--- src/rtl/ucsbece154a_halt_detect.sv ---
// rtl/ucsbece154a_halt_detect.sv - flags a halt once the PC has held still for HALT_CYCLES run cycles
module ucsbece154a_halt_detect #(
  parameter int XLEN        = 32,
  parameter int HALT_CYCLES = 4
) (
  input  logic            clk,
  input  logic            reset,
  input  logic            clear,
  input  logic            start,
  input  logic            run,
  input  logic [XLEN-1:0] pc,
  output logic            halted
);
  localparam int            CW     = $clog2(HALT_CYCLES + 1);
  localparam logic [CW-1:0] HALT_L = CW'(HALT_CYCLES);

  logic [XLEN-1:0] prev_pc_q, prev_pc_d;
  logic [CW-1:0]   cnt_q, cnt_d;

  // start seeds prev_pc so the first run cycle compares against the launch PC
  always_comb begin
    prev_pc_d = prev_pc_q;
    cnt_d     = cnt_q;
    if (clear) begin
      prev_pc_d = '0;
      cnt_d     = '0;
    end else if (start) begin
      prev_pc_d = pc;
      cnt_d     = '0;
    end else if (run) begin
      prev_pc_d = pc;
      if (pc != prev_pc_q)   cnt_d = '0;
      else if (cnt_q != HALT_L) cnt_d = cnt_q + CW'(1);
    end
  end

  always_ff @(posedge clk or negedge reset) begin
    if (!reset) begin
      prev_pc_q <= '0;
      cnt_q     <= '0;
    end else begin
      prev_pc_q <= prev_pc_d;
      cnt_q     <= cnt_d;
    end
  end

  assign halted = (cnt_q == HALT_L);
endmodule

--- config.mk ---
export PLATFORM = sky130hd
export DESIGN_NAME = ucsbece154a_halt_detect
export DESIGN_NICKNAME = d
export VERILOG_FILES = /design/src/rtl/ucsbece154a_halt_detect.sv
export SDC_FILE = /design/constraint.sdc
export NUM_CORES = 1
export LEC_CHECK = 0
export ABC_AREA = 1
export CAP_MARGIN = 20
export CORE_MARGIN = 3
export CORE_UTILIZATION = 47
export DETAILED_ROUTE_END_ITERATION = 6
export PLACE_DENSITY = 0.81
export SYNTH_ARGS = -nofsm -noshare
export SYNTH_HDL_FRONTEND = slang
export SYNTH_SLANG_ARGS = --single-unit
--- constraint.sdc ---
create_clock -name clk -period 1.2 [get_ports clk]
set_input_delay 0.36 -clock clk [delete_from_list [all_inputs] [get_ports clk]]
set_output_delay 0.36 -clock clk [all_outputs]
set_load 0.01 [all_outputs]
### Ports around the boundary, run 1

Scale: 4 px per µm. Pins as bars across the die edge, other pins in gray.
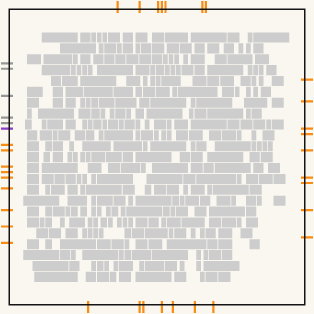
[purple] clear | pins: 1 | direction: input | edge: left
[orange] pc | pins: 32 | direction: input | edge: 9 right, 9 left, 7 bottom, 7 top
all pins by edge: 15 left, 9 right, 7 bottom, 7 top

### The clock network, run 1

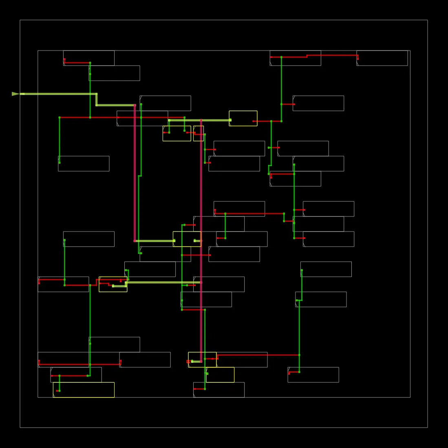
clk sinks: 35
Clock Skews: 0.003782 ns
Clock Buffer Count: 6
Clk. pwr: 1.12 mW
Num CTS Buffers: 5

==> flow_metrics.tcl, run 1 <==
# implementation run metrics
set metrics [dict create \
    yosys_area_um2 2142 \
    total_power_mw 3.167 \
    async_reset_ff_frac 1.000 \
    initCoreUtil 0.5098 \
    fin_nets 398 \
    setup_viol 6 \
    grt_max_degree 36 \
    post-route-min-period_ns 1.555 \
    io_pins 38 \
    drive_gt1_frac 0.4111 \
    syn-cell-area_um2 2142 \
    path_clk_slew_ns 0.07 \
    synth-edff-count 0 \
    fa_ha_area_frac 0.01168 \
    diodes 0 \
    first_pass_iters 4 \
    crit_arrival_ns 1.74 \
    worst_slack_ns -0.3545 \
    core_area_um2 4202 \
    drt-vias-per-instance 5.117 \
    dpl.hpwl_mm 3.396 \
    outcome "finished, violations left" \
    synthTopLogicFamily "simple AND/OR/NAND/NOR gates" \
    clk_latency_ns 0.29 \
    final_antenna_net_count 0 \
    cp_max_fo 4 \
    fmax_mhz 643.3 \
    failed_checks "negative setup slack" \
    cp-start-kind "register" \
    vias 2098 \
    mux_area_frac 0 \
    syn_inst 265 \
    synth_top_flop_cell "dfrtp_1" \
]
### Placed cells, one color a class, run 1

Scale: 4 px per µm.
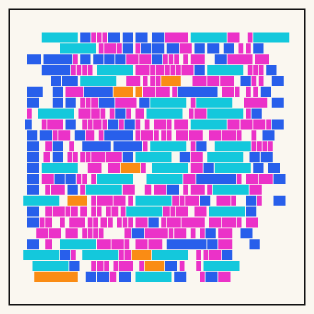
[magenta] remaining logic cells | cells: 220
[cyan] sequential cells | cells: 35
[orange] clock drivers and dummy loads | cells: 8
[blue] remaining buffers and delay cells | cells: 97

### Cell area per tile, run 1

Scale: 4 px per µm. The die is cut into 7 by 7 equal tiles; black is low, pale yellow is high, 0 to 100% covered.
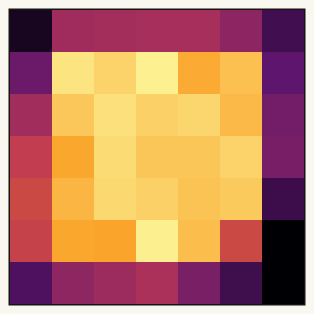
mean over tiles: 60%
nearly empty tiles: 4.1%
densest ninth of the die: middle
tiles over 75% full: 49%

-- run 1: critical path: stages (launching register included) --
cell and delay (ns):
dfrtp_1 0.39, inv_1 0.07, ha_2 0.16, nand2_2 0.07, buf_4 0.13, buf_4 0.13
nor2_4 0.10, nand3_2 0.08, nand2_2 0.10, inv_2 0.07, nand2_1 0.07, nand2_1 0.05
-- run 1: metal layers --
metal / global-route usage / wire length, µm / up-vias / share of wire
li1: - / - / 1001 / -
met1: 0.2938 / 2694 / 1018 / 0.42
met2: 0.3947 / 3248 / 59 / 0.51
met3: 0.04378 / 260 / 20 / 0.041
met4: 0.09859 / 200 / 0 / 0.031
met5: 0 / 0 / - / 0
-- run 1: final cells by class --
type / instances / area [µm²] / share of cell area
Sequential cell: 35 / 875.8 / 0.2645
Multi-Input combinational cell: 170 / 1151 / 0.3477
Clock inverter: 2 / 35.03 / 0.01058
Clock buffer: 6 / 82.58 / 0.02494
Tap cell: 50 / 62.56 / 0.01890
Timing Repair Buffer: 97 / 915.9 / 0.2766
Inverter: 50 / 187.7 / 0.05669
-- run 1: power by group --
group          switching, mW  internal [mW]
Combinational          0.360          0.376
Clock                  0.449          0.672
Sequential            0.0582           1.25
-- run 1: final timing paths --
check	startpoint	to	slack, ns	cells after the start
worst min register to register	prev_pc_q[19]$_DFFE_PN0P_	prev_pc_q[19]$_DFFE_PN0P_	0.54	2
worst max-delay path	cnt_q[1]$_DFFE_PN0P_	cnt_q[1]$_DFFE_PN0P_	-0.35	11
worst min-delay path	reset	prev_pc_q[31]$_DFFE_PN0P_	0.43	2
max in group asynchronous	reset	prev_pc_q[1]$_DFFE_PN0P_	0.58	2
worst max register to register	cnt_q[1]$_DFFE_PN0P_	cnt_q[1]$_DFFE_PN0P_	-0.35	11
min in group clk	pc[19]	prev_pc_q[19]$_DFFE_PN0P_	0.48	3
-- run 1: registers in the layout, indices dropped and copies added (netlist names) --
signal,count
prev_pc_q,32
cnt_q,3
-- run 1: cells in the final DEF (no fill, tap or decap), types with 3 or more instances in the layout --
cell,count
nor2_1,10
inv_2,13
xnor2_2,4
buf_4,50
o21ai_2,24
buf_12,6
buf_6,3
dfrtp_1,35
nand2_2,4
nand3_1,9
nor2_4,4
nand2_1,60
inv_1,37
dlygate4sd2_1,33
o21ai_1,7
xnor2_1,18
nand3_2,24
clkbuf_8,6
buf_16,3
-- run 1: timing repair --
| item | CTS | global route |
|---|---|---|
| cloned | 5 | 0 |
| resized | 59 | 17 |
| setup buffers | 7 | 8 |
| endpoints found under the hold margin | 0 | 0 |
| endpoints found under the setup margin | 36 | 17 |
| pin swaps | 20 | 15 |
-- run 1: kinds of logic (layout without fill, tap and decap cells) --
| group | after synthesis | count (layout) |
|---|---|---|
| AND-OR/OR-AND | 32 | 32 |
| adder cells (fa/ha/maj) | 2 | 2 |
| flip-flops | 35 | 35 |
| buffers and inverters | 60 | 155 |
| XOR/XNOR | 22 | 22 |
| AND/OR/NAND/NOR | 114 | 114 |
### Wiring by layer, run 1

Scale: 4 px per µm.
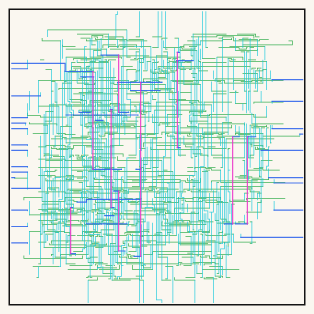

--- run 2 (diff from run 1) ---
Settings changed: ABC_AREA 1 to default, CORE_UTILIZATION 47 to 46, SKIP_CTS_REPAIR_TIMING from default to 1.
### Wiring by layer, run 2

Scale: 4 px per µm.
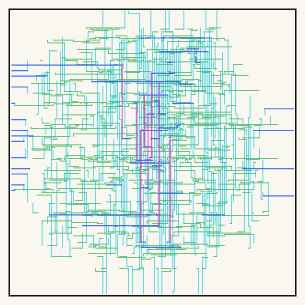
[green] M1 | wire length: 2020 µm
[cyan] M2 | wire length: 2730 µm
[blue] M3 | wire length: 312 µm
[magenta] M4 | wire length: 175 µm
Wirelength per Cell: 16.21 µm
vias: 1725
Total Wirelength: 5.235 mm
Total GRT Usage: 0.1914

==> run 2 against run 1 <==
Against the previous run:
- the flow still finishes with violations (negative setup slack)
- non-clock buffer count fell by 34
- via count fell by 18%
- cell area fell by 9.6%
- final cell count fell by 21%
- highest routed layer unchanged
==> flow_metrics.tcl, run 2 <==
# implementation run metrics
set metrics [dict create \
    critical_path.max_stage_delay_ns 0.42 \
    largest-register "prev_pc_q" \
    layout_top_cells "35 x dfrtp_1, 32 x nand2_1, 31 x o21ai_0" \
    failed_checks "negative setup slack" \
    drive_gt1_frac 0.2674 \
    post-route-min-period_ns 1.724 \
    skew_ns 0.006620 \
    layout_top_cell "dfrtp_1" \
    crit_arrival_ns 1.94 \
    worstRegToRegCells 5 \
    grt_max_degree 36 \
    fmax_mhz 579.9 \
    cp_num_cells 5 \
    r2r-end "cnt_q[1]$_DFFE_PN0P_" \
    crit_family "simple AND/OR/NAND/NOR gates" \
    cp_max_fo 2 \
    cts_buffers 5 \
    synth-edff-count 0 \
    diodes 0 \
    async_reset_ff_frac 1.000 \
    final_antenna_net_count 0 \
    syn-cell-area_um2 1959 \
    yosys_area_um2 1959 \
    r2r_slack_ns -0.52 \
    timing.rr.start "prev_pc_q[14]$_DFFE_PN0P_" \
    fin_nets 311 \
    total_power_mw 2.934 \
    cp_slowest_cell "dfrtp_1" \
    worst_slack_ns -0.5245 \
    outcome "finished, violations left" \
    setup_viol 5 \
    reg.largest.list "prev_pc_q x32, cnt_q x3" \
    syn_inst 213 \
    cts.sinks 35 \
    io_pins 38 \
    initCoreUtil 0.4829 \
    first_pass_iters 4 \
    synth_top_flop_cell "dfrtp_1" \
]
### Placed cells, one color a class, run 2

Scale: 4 px per µm.
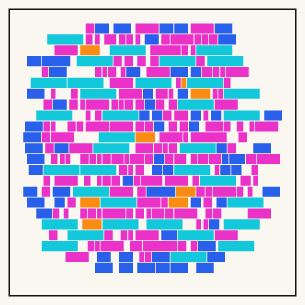
[blue] remaining buffers and delay cells | cells: 63
[orange] clock drivers and dummy loads | cells: 8
[cyan] sequential cells | cells: 35
[magenta] remaining logic cells | cells: 167
utilization after layout: 0.7376
core area: 4058 µm²

[run 2: netlist changes by cell type after synthesis, sizes merged, moves of 4 or more]
cell    previous run  this run
buf               10         6
nand3             34         2
xnor2             22        32
nor2              15         1
nand2b             0        29
nand4              0        16
nand2             64        32
clkbuf             0         5
inv               50         3
[run 2: power by group]
| group | switching [mW] | total (mW) | leakage [nW] | internal [mW] |
|---|---|---|---|---|
| combinational | 0.304 | 0.676 | 0.907 | 0.372 |
| sequential | 0.0702 | 1.32 | 0.456 | 1.25 |
| clock | 0.413 | 0.937 | 0.0515 | 0.523 |
| total | 0.787 | 2.93 | 1.41 | 2.15 |
[run 2: layout make-up]
| type | count | area [µm²] | area share |
|---|---|---|---|
| Clock buffer | 8 | 100.1 | 0.03344 |
| Sequential cell | 35 | 875.8 | 0.2926 |
| Timing Repair Buffer | 63 | 651.9 | 0.2178 |
| Inverter | 3 | 11.26 | 0.003763 |
| Tap cell | 50 | 62.56 | 0.02090 |
| Multi-Input combinational cell | 164 | 1291 | 0.4314 |
[run 2: worst min-delay path by stage]
| stage | slack, ns | startpoint | depth (start not counted) | to |
|---|---|---|---|---|
| 6_report | 0.39 | pc[13] | 3 | prev_pc_q[13]$_DFFE_PN0P_ |
| 5_1_grt | 0.41 | pc[13] | 3 | prev_pc_q[13]$_DFFE_PN0P_ |
| 4_1_cts | 0.44 | reset | 2 | prev_pc_q[6]$_DFFE_PN0P_ |
| 3_5_place_dp | 0.49 | prev_pc_q[4]$_DFFE_PN0P_ | 2 | prev_pc_q[4]$_DFFE_PN0P_ |
| 3_3_place_gp | 0.48 | prev_pc_q[4]$_DFFE_PN0P_ | 2 | prev_pc_q[4]$_DFFE_PN0P_ |
| 2_1_floorplan | 0.06 | reset | 0 | cnt_q[0]$_DFFE_PN0P_ |
[run 2: metrics by stage]
step           instances  hold WS [ns]  TNS, ns  setup slack (ns)
4_1_cts              317        0.4364   -8.871           -0.7479
6_report             323        0.3894   -1.617           -0.5245
3_5_place_dp         309        0.4910   -18.63           -0.8041
5_1_grt              323        0.4140   -2.630           -0.5949
2_1_floorplan        213       0.06441  -0.2445           -0.1351
3_3_place_gp         309        0.4818   -18.28           -0.7440
[run 2: logic make-up after synthesis]
logic type / synth area share
buffers and inverters: 0.03448
and+or+nand+nor: 0.2631
xor gates and xnor gates: 0.1430
muxes: 0.005109
AOI/OAI and AO/OA: 0.09451
DFF: 0.4470
adders and majority gates: 0.01277
[run 2: per-layer routing]
metal | vias to the layer above | wire [µm] | GRT usage
met5 | - | 0 | 0
met3 | 18 | 312 | 0.06031
met2 | 66 | 2727 | 0.3265
li1 | 839 | - | -
met4 | 0 | 175 | 0.06054
met1 | 802 | 2020 | 0.2302
[run 2: worst register-to-register path, cell delays in order, from the launching register on]
cell and delay (ns):
dfrtp_1 0.42, xnor2_2 0.23, nand4_1 0.23, nor4b_4 0.40
a41oi_2 0.18, o22ai_1 0.18
Power and IR drop assume default switching activity.
